Figure 1. Clock nets.
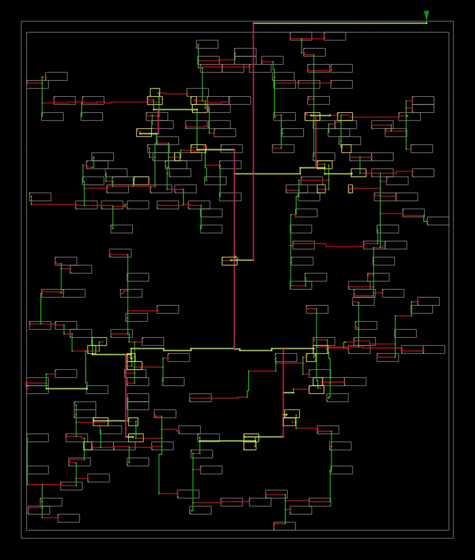
Figure 2. Layout detail.
Region (53, 68) to (93, 108) um. Cells in gray, sequential cells in the stronger gray; small squares are vias.
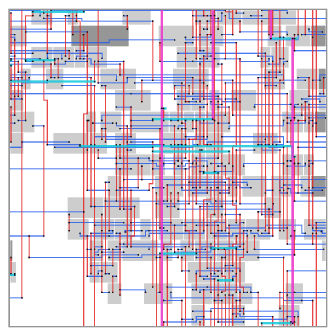
File: config.mk
export PLATFORM = sky130hd
export DESIGN_NAME = decode_issue_flat
export DESIGN_NICKNAME = d
export VERILOG_FILES = /design/src/rtl/decode_issue_if.sv /design/src/rtl/decode_issue.sv /design/src/flat_wrapper.sv
export SDC_FILE = /design/constraint.sdc
export NUM_CORES = 1
export LEC_CHECK = 0
export CAP_MARGIN = 15
export CORE_ASPECT_RATIO = 1.2
export CORE_MARGIN = 1.5
export CORE_UTILIZATION = 40
export CTS_BUF_LIST = sky130_fd_sc_hd__clkbuf_8
export CTS_CLUSTER_SIZE = 20
export DETAILED_ROUTE_END_ITERATION = 8
export PLACE_DENSITY = 0.73
export SETUP_SLACK_MARGIN = 0.05
export SYNTH_ARGS = -nofsm -noshare
export SYNTH_HDL_FRONTEND = slang
export SYNTH_SLANG_ARGS = --single-unit
File: constraint.sdc
create_clock -name clk -period 5.5 [get_ports clk]
set_input_delay 1.1 -clock clk [delete_from_list [all_inputs] [get_ports clk]]
set_output_delay 1.1 -clock clk [all_outputs]
set_load 0.05 [all_outputs]
File: src/rtl/decode_issue_if.sv
// ID/EX pipeline register bundle: the ALU operands and control that decode_issue
// hands to the EX stage each cycle.
interface decode_issue_if;
  logic        ex_valid;
  logic [5:0]  ex_opcode;
  logic [5:0]  ex_func;
  logic [4:0]  ex_sa;
  logic [31:0] ex_first_val;
  logic [31:0] ex_second_val;
  logic [31:0] ex_store_data;
  logic [4:0]  ex_waddr;
  logic        ex_we;
  logic        ex_mem_read;
  logic        ex_mem_write;
  logic        ex_is_branch;
  logic        ex_is_jump;
  logic [31:0] ex_target;

  modport master (
    output ex_valid, ex_opcode, ex_func, ex_sa, ex_first_val, ex_second_val,
           ex_store_data, ex_waddr, ex_we, ex_mem_read, ex_mem_write,
           ex_is_branch, ex_is_jump, ex_target
  );

  modport slave (
    input ex_valid, ex_opcode, ex_func, ex_sa, ex_first_val, ex_second_val,
          ex_store_data, ex_waddr, ex_we, ex_mem_read, ex_mem_write,
          ex_is_branch, ex_is_jump, ex_target
  );
endinterface

File: src/rtl/decode_issue.sv
// MIPS ID stage: decodes, reads and forwards operands, inserts load-use bubbles
// and registers everything the EX stage needs into the ID/EX register.
module decode_issue #(
  parameter int STALL_CNT_W = 16
) (
  input  logic                   clk,
  input  logic                   reset,
  input  logic                   if_valid,
  input  logic [31:0]            if_instr,
  input  logic [31:0]            if_pc,
  output logic                   id_ready,
  input  logic                   flush,
  output logic [4:0]             rf_raddr1,
  output logic [4:0]             rf_raddr2,
  input  logic [31:0]            rf_rdata1,
  input  logic [31:0]            rf_rdata2,
  input  logic                   fwd_ex_we,
  input  logic [4:0]             fwd_ex_waddr,
  input  logic [31:0]            fwd_ex_wdata,
  input  logic                   fwd_mem_we,
  input  logic [4:0]             fwd_mem_waddr,
  input  logic [31:0]            fwd_mem_wdata,
  decode_issue_if.master         ex_if,
  output logic                   illegal_instr,
  output logic [STALL_CNT_W-1:0] stall_count
);

  localparam logic [5:0] OP_RTYPE = 6'b000000;
  localparam logic [5:0] OP_J     = 6'b000010;
  localparam logic [5:0] OP_JAL   = 6'b000011;
  localparam logic [5:0] OP_BEQ   = 6'b000100;
  localparam logic [5:0] OP_BNE   = 6'b000101;
  localparam logic [5:0] OP_ADDI  = 6'b001000;
  localparam logic [5:0] OP_ADDIU = 6'b001001;
  localparam logic [5:0] OP_ANDI  = 6'b001100;
  localparam logic [5:0] OP_ORI   = 6'b001101;
  localparam logic [5:0] OP_XORI  = 6'b001110;
  localparam logic [5:0] OP_LW    = 6'b100011;
  localparam logic [5:0] OP_SW    = 6'b101011;
  localparam logic [5:0] FUNC_JR  = 6'b001000;

  typedef enum logic {RUN, STALL} state_t;
  state_t state, state_next;

  logic [5:0]  opcode, func;
  logic [4:0]  rs, rt, rd;
  logic [31:0] sext_imm, zext_imm, pc4, br_target, j_target;
  logic [31:0] rs_val, rt_val;

  assign opcode    = if_instr[31:26];
  assign rs        = if_instr[25:21];
  assign rt        = if_instr[20:16];
  assign rd        = if_instr[15:11];
  assign func      = if_instr[5:0];
  assign sext_imm  = {{16{if_instr[15]}}, if_instr[15:0]};
  assign zext_imm  = {16'h0000, if_instr[15:0]};
  assign pc4       = if_pc + 32'd4;
  assign br_target = pc4 + {sext_imm[29:0], 2'b00};
  assign j_target  = {pc4[31:28], if_instr[25:0], 2'b00};
  assign rf_raddr1 = rs;
  assign rf_raddr2 = rt;

  // Youngest producer wins: EX/MEM result, then MEM/WB writeback, then the regfile.
  function automatic logic [31:0] read_operand(
    input logic [4:0]  addr,
    input logic [31:0] rf,
    input logic        ewe,
    input logic [4:0]  ea,
    input logic [31:0] ed,
    input logic        mwe,
    input logic [4:0]  ma,
    input logic [31:0] md
  );
    if (addr == 5'd0)            return 32'd0;
    else if (ewe && ea == addr)  return ed;
    else if (mwe && ma == addr)  return md;
    else                         return rf;
  endfunction

  assign rs_val = read_operand(rs, rf_rdata1, fwd_ex_we, fwd_ex_waddr, fwd_ex_wdata,
                               fwd_mem_we, fwd_mem_waddr, fwd_mem_wdata);
  assign rt_val = read_operand(rt, rf_rdata2, fwd_ex_we, fwd_ex_waddr, fwd_ex_wdata,
                               fwd_mem_we, fwd_mem_waddr, fwd_mem_wdata);

  logic [31:0] d_first, d_second, d_target;
  logic [4:0]  d_waddr;
  logic        d_we_raw, d_we, d_mr, d_mw, d_br, d_jp, d_illegal, use_rs, use_rt;

  always_comb begin
    d_first   = 32'd0;
    d_second  = 32'd0;
    d_target  = 32'd0;
    d_waddr   = 5'd0;
    d_we_raw  = 1'b0;
    d_mr      = 1'b0;
    d_mw      = 1'b0;
    d_br      = 1'b0;
    d_jp      = 1'b0;
    d_illegal = 1'b0;
    use_rs    = 1'b0;
    use_rt    = 1'b0;
    case (opcode)
      OP_RTYPE: begin
        d_first  = rs_val;
        d_second = rt_val;
        d_waddr  = rd;
        use_rs   = 1'b1;
        use_rt   = 1'b1;
        if (func == FUNC_JR) d_jp = 1'b1;
        else                 d_we_raw = 1'b1;
      end
      OP_ADDI, OP_ADDIU, OP_LW: begin
        d_first  = rs_val;
        d_second = sext_imm;
        d_waddr  = rt;
        d_we_raw = 1'b1;
        d_mr     = (opcode == OP_LW);
        use_rs   = 1'b1;
      end
      OP_ANDI, OP_ORI, OP_XORI: begin
        d_first  = rs_val;
        d_second = zext_imm;
        d_waddr  = rt;
        d_we_raw = 1'b1;
        use_rs   = 1'b1;
      end
      OP_BEQ, OP_BNE: begin
        d_first  = rs_val;
        d_second = rt_val;
        d_br     = 1'b1;
        d_target = br_target;
        use_rs   = 1'b1;
        use_rt   = 1'b1;
      end
      OP_SW: begin
        d_first  = rs_val;
        d_second = sext_imm;
        d_mw     = 1'b1;
        use_rs   = 1'b1;
        use_rt   = 1'b1;
      end
      OP_JAL: begin
        d_first  = pc4;
        d_waddr  = 5'd31;
        d_we_raw = 1'b1;
        d_jp     = 1'b1;
        d_target = j_target;
      end
      OP_J: begin
        d_jp     = 1'b1;
        d_target = j_target;
      end
      default: d_illegal = 1'b1;
    endcase
    d_we = d_we_raw && (d_waddr != 5'd0);
  end

  logic hazard, accept, stall_bubble;

  assign hazard = ex_if.ex_valid && ex_if.ex_mem_read && (ex_if.ex_waddr != 5'd0) &&
                  ((use_rs && ex_if.ex_waddr == rs) || (use_rt && ex_if.ex_waddr == rt));

  // A stall lasts exactly one cycle: by then the load sits in MEM/WB and is forwarded.
  always_comb begin
    state_next   = state;
    id_ready     = 1'b1;
    accept       = 1'b0;
    stall_bubble = 1'b0;
    if (flush) begin
      state_next = RUN;
    end else if (state == RUN && if_valid && hazard) begin
      id_ready     = 1'b0;
      stall_bubble = 1'b1;
      state_next   = STALL;
    end else begin
      accept     = if_valid;
      state_next = RUN;
    end
  end

  always_ff @(posedge clk) begin
    if (reset) begin
      state                <= RUN;
      illegal_instr        <= 1'b0;
      stall_count          <= '0;
      ex_if.ex_valid       <= 1'b0;
      ex_if.ex_opcode      <= 6'd0;
      ex_if.ex_func        <= 6'd0;
      ex_if.ex_sa          <= 5'd0;
      ex_if.ex_first_val   <= 32'd0;
      ex_if.ex_second_val  <= 32'd0;
      ex_if.ex_store_data  <= 32'd0;
      ex_if.ex_waddr       <= 5'd0;
      ex_if.ex_we          <= 1'b0;
      ex_if.ex_mem_read    <= 1'b0;
      ex_if.ex_mem_write   <= 1'b0;
      ex_if.ex_is_branch   <= 1'b0;
      ex_if.ex_is_jump     <= 1'b0;
      ex_if.ex_target      <= 32'd0;
    end else begin
      state         <= state_next;
      illegal_instr <= accept && d_illegal;
      if (stall_bubble && stall_count != {STALL_CNT_W{1'b1}})
        stall_count <= stall_count + 1'b1;
      if (accept && !d_illegal) begin
        ex_if.ex_valid      <= 1'b1;
        ex_if.ex_opcode     <= opcode;
        ex_if.ex_func       <= func;
        ex_if.ex_sa         <= if_instr[10:6];
        ex_if.ex_first_val  <= d_first;
        ex_if.ex_second_val <= d_second;
        ex_if.ex_store_data <= rt_val;
        ex_if.ex_waddr      <= d_waddr;
        ex_if.ex_we         <= d_we;
        ex_if.ex_mem_read   <= d_mr;
        ex_if.ex_mem_write  <= d_mw;
        ex_if.ex_is_branch  <= d_br;
        ex_if.ex_is_jump    <= d_jp;
        ex_if.ex_target     <= d_target;
      end else begin
        ex_if.ex_valid      <= 1'b0;
        ex_if.ex_opcode     <= 6'd0;
        ex_if.ex_func       <= 6'd0;
        ex_if.ex_sa         <= 5'd0;
        ex_if.ex_first_val  <= 32'd0;
        ex_if.ex_second_val <= 32'd0;
        ex_if.ex_store_data <= 32'd0;
        ex_if.ex_waddr      <= 5'd0;
        ex_if.ex_we         <= 1'b0;
        ex_if.ex_mem_read   <= 1'b0;
        ex_if.ex_mem_write  <= 1'b0;
        ex_if.ex_is_branch  <= 1'b0;
        ex_if.ex_is_jump    <= 1'b0;
        ex_if.ex_target     <= 32'd0;
      end
    end
  end

endmodule

File: src/flat_wrapper.sv
// flat-port wrapper written by rule: the top's interface ports become plain ports
module decode_issue_flat 
#(
  parameter int STALL_CNT_W = 16
)
  (clk, reset, if_valid, if_instr, if_pc, id_ready, flush, rf_raddr1, rf_raddr2, rf_rdata1, rf_rdata2, fwd_ex_we, fwd_ex_waddr, fwd_ex_wdata, fwd_mem_we, fwd_mem_waddr, fwd_mem_wdata, illegal_instr, stall_count, ex_if_ex_valid, ex_if_ex_opcode, ex_if_ex_func, ex_if_ex_sa, ex_if_ex_first_val, ex_if_ex_second_val, ex_if_ex_store_data, ex_if_ex_waddr, ex_if_ex_we, ex_if_ex_mem_read, ex_if_ex_mem_write, ex_if_ex_is_branch, ex_if_ex_is_jump, ex_if_ex_target);
  decode_issue_if ex_if_i ();
  input  logic clk;
  input  logic reset;
  input  logic if_valid;
  input  logic [31:0] if_instr;
  input  logic [31:0] if_pc;
  output logic id_ready;
  input  logic flush;
  output logic [4:0] rf_raddr1;
  output logic [4:0] rf_raddr2;
  input  logic [31:0] rf_rdata1;
  input  logic [31:0] rf_rdata2;
  input  logic fwd_ex_we;
  input  logic [4:0] fwd_ex_waddr;
  input  logic [31:0] fwd_ex_wdata;
  input  logic fwd_mem_we;
  input  logic [4:0] fwd_mem_waddr;
  input  logic [31:0] fwd_mem_wdata;
  output logic illegal_instr;
  output logic [STALL_CNT_W-1:0] stall_count;
  output wire logic [$bits(ex_if_i.ex_valid)-1:0] ex_if_ex_valid;
  output wire logic [$bits(ex_if_i.ex_opcode)-1:0] ex_if_ex_opcode;
  output wire logic [$bits(ex_if_i.ex_func)-1:0] ex_if_ex_func;
  output wire logic [$bits(ex_if_i.ex_sa)-1:0] ex_if_ex_sa;
  output wire logic [$bits(ex_if_i.ex_first_val)-1:0] ex_if_ex_first_val;
  output wire logic [$bits(ex_if_i.ex_second_val)-1:0] ex_if_ex_second_val;
  output wire logic [$bits(ex_if_i.ex_store_data)-1:0] ex_if_ex_store_data;
  output wire logic [$bits(ex_if_i.ex_waddr)-1:0] ex_if_ex_waddr;
  output wire logic [$bits(ex_if_i.ex_we)-1:0] ex_if_ex_we;
  output wire logic [$bits(ex_if_i.ex_mem_read)-1:0] ex_if_ex_mem_read;
  output wire logic [$bits(ex_if_i.ex_mem_write)-1:0] ex_if_ex_mem_write;
  output wire logic [$bits(ex_if_i.ex_is_branch)-1:0] ex_if_ex_is_branch;
  output wire logic [$bits(ex_if_i.ex_is_jump)-1:0] ex_if_ex_is_jump;
  output wire logic [$bits(ex_if_i.ex_target)-1:0] ex_if_ex_target;
  assign ex_if_ex_valid = ex_if_i.ex_valid;
  assign ex_if_ex_opcode = ex_if_i.ex_opcode;
  assign ex_if_ex_func = ex_if_i.ex_func;
  assign ex_if_ex_sa = ex_if_i.ex_sa;
  assign ex_if_ex_first_val = ex_if_i.ex_first_val;
  assign ex_if_ex_second_val = ex_if_i.ex_second_val;
  assign ex_if_ex_store_data = ex_if_i.ex_store_data;
  assign ex_if_ex_waddr = ex_if_i.ex_waddr;
  assign ex_if_ex_we = ex_if_i.ex_we;
  assign ex_if_ex_mem_read = ex_if_i.ex_mem_read;
  assign ex_if_ex_mem_write = ex_if_i.ex_mem_write;
  assign ex_if_ex_is_branch = ex_if_i.ex_is_branch;
  assign ex_if_ex_is_jump = ex_if_i.ex_is_jump;
  assign ex_if_ex_target = ex_if_i.ex_target;
  decode_issue #(.STALL_CNT_W(STALL_CNT_W)) u_core (.clk(clk), .reset(reset), .if_valid(if_valid), .if_instr(if_instr), .if_pc(if_pc), .id_ready(id_ready), .flush(flush), .rf_raddr1(rf_raddr1), .rf_raddr2(rf_raddr2), .rf_rdata1(rf_rdata1), .rf_rdata2(rf_rdata2), .fwd_ex_we(fwd_ex_we), .fwd_ex_waddr(fwd_ex_waddr), .fwd_ex_wdata(fwd_ex_wdata), .fwd_mem_we(fwd_mem_we), .fwd_mem_waddr(fwd_mem_waddr), .fwd_mem_wdata(fwd_mem_wdata), .ex_if(ex_if_i), .illegal_instr(illegal_instr), .stall_count(stall_count));
endmodule
==> impl_metrics.yaml <==
# generated from flow reports
clock_network:
  clkTransAtPathRegs_ns: 0.10
  postCtsSetupBuffers: 0
  cts_sinks: 174
  cts.repair.resized: 0
floorplanning:
  die_width_um: 146
  fp_util_pct: 40.9
synthesis:
  synthTopCellsByArea: "dfxtp_1 (35%), nor2_1 (6.8%), mux2i_1 (6.6%)"
  yosysWarnings: 0
  synthArstFlopShare_pct: 0
  top_cell_area_share_pct: 35.3
  synth_flops: 174
global_routing:
  grt_pass1_vias: 9999
  antenna_found_initial: 0
power_and_ir_drop:
  p_switching_mw: 0.850
  power.leakage_nw: 5.10
  pwr-share-clk_pct: 30.9
  p_int_mw: 1.90
placed_design:
  dpl_worst_slack_ns: 0.0717
  gp_congestion: 0.919
worst_hold_path:
  hold_depth: 2
  hold_start: "u_core.stall_count[15]"
  hp-class: "flip-flop to flip-flop"
worst_setup_path:
  path_common_cell: "and3_1"
  endpoint: "u_core.ex_if.ex_target[31]"
  r2r_end: "u_core.ex_if.ex_target[23]"
  rr_worst_depth: 9
  crit_start: "if_pc[8]"
  cp.depth: 17
  cp_max_fo: 4
cells_and_area:
  lay_top_count: "clkdlybuf4s50_1"
  fill_cells: 2186
  area_delta_synth_final_pct: 45.9
  fin_nets: 1749
routing:
  drtPass1Iterations: 6
  via_per_inst: 5.57
final_timing:
  finalCritPeriodShare_pct: 89.9
  max_freq_mhz: 202
  max_slew_margin_pct: 22.4
run:
  cap_violations: 0
outcome:
  run_status: "completed"
Notes on Figure 1 above:
Setup Skew: 0.0157 ns
clkbuf count: 18
Seq cells: 174

Notes on Figure 2 above:
| color | layer |
|---|---|
| red | M2 |
| blue | M1 |
| magenta | M4 |
| cyan | M3 |
most frequent: nor2_1 (12), ha_1 (10), a22oi_1 (9)
cells with their middle in the window: 107
netlist names of flops here include: `u_core.ex_if.ex_second_val` (1)
sequential cells in the window: 1

## layout make-up
cell class	count	share of cell area, %
multi-input combinational	876	41.5
timing repair buffer	415	28.5
sequential	174	24.2
tap	320	2.78
clock buffer	18	1.72
clock inverter	14	0.765
inverter	21	0.547
## power by group through the flow
stage / combinational, mW / sequential [mW] / clock (mW)
2_1_floorplan: 0.313 / 1.32 / 0
3_3_place_gp: 0.618 / 1.30 / 0
3_5_place_dp: 0.622 / 1.30 / 0
4_1_cts: 0.625 / 1.27 / 0.865
5_1_grt: 0.677 / 1.27 / 0.913
6_report: 0.630 / 1.27 / 0.850
## logic make-up (layout without fill, tap and decap cells)
kind of cell             count (synthesis)  in the layout  synth area share (%)
AND/OR/NAND/NOR                        385            385                  19.1
AND-OR/OR-AND                          302            302                  21.9
flip-flops                             174            174                  35.3
buffers and inverters                  105            468                  4.65
XOR/XNOR                                85             85                  7.54
multiplexers                            67             67                  6.82
adder cells (fa/ha/maj)                 36             36                  4.64
other                                    1              1                0.0380
## Yosys cell counts, drive strengths merged, types with 26 or more instances
master	n
a211oi	54
a21oi	76
nor2	178
nand2	42
xnor2	44
xor2	41
buf	27
mux2i	65
dfxtp	174
clkbuf	57
and2	38
a22oi	26
o21ai	31
nand3	30
ha	35
## worst register-to-register path: cells and delay by family (launching register included)
| family | cells | cell delay (ns) |
|---|---|---|
| buf+inv | 1 | 0.39 |
| flops | 1 | 0.43 |
| simple gates | 4 | 1.10 |
| xor+xnor | 1 | 0.14 |
| compound gates | 3 | 0.62 |
## layer usage
| layer | wire length [um] | global-route usage [%] | vias up | part of all wire [%] |
|---|---|---|---|---|
| li1 | - | - | 4893 | - |
| met1 | 15600 | 35.0 | 4797 | 41 |
| met2 | 18400 | 49.8 | 462 | 48 |
| met3 | 2760 | 7.02 | 77 | 7.3 |
| met4 | 1230 | 10.8 | 0 | 3.2 |
| met5 | 0 | 0 | - | 0 |
## state kept, by name, indices dropped and copies added, names as in the netlist, 5 cells and up
signal                      cells
u_core.ex_if.ex_waddr           5
u_core.ex_if.ex_opcode          6
u_core.ex_if.ex_sa              5
u_core.ex_if.ex_func            6
u_core.ex_if.ex_store_data     32
u_core.ex_if.ex_first_val      32
u_core.ex_if.ex_second_val     32
u_core.ex_if.ex_target         32
u_core.stall_count             16
## through the flow
| step | instances | area [sq um] | utilization [%] | hold slack, ns | total power [mW] |
|---|---|---|---|---|---|
| 2_1_floorplan | 1155 | 9870 | - | 0.714 | 1.63 |
| 3_3_place_gp | 1805 | 14000 | 58.2 | 0.481 | 1.91 |
| 3_5_place_dp | 1805 | 14000 | 58.2 | 0.507 | 1.92 |
| 4_1_cts | 1837 | 14400 | 59.7 | 0.522 | 2.76 |
| 5_1_grt | 1838 | 14400 | 59.7 | 0.549 | 2.86 |
| 6_report | 1838 | 14400 | 59.7 | 0.515 | 2.75 |
No activity file was given, so power comes from the tool's default toggle rates.
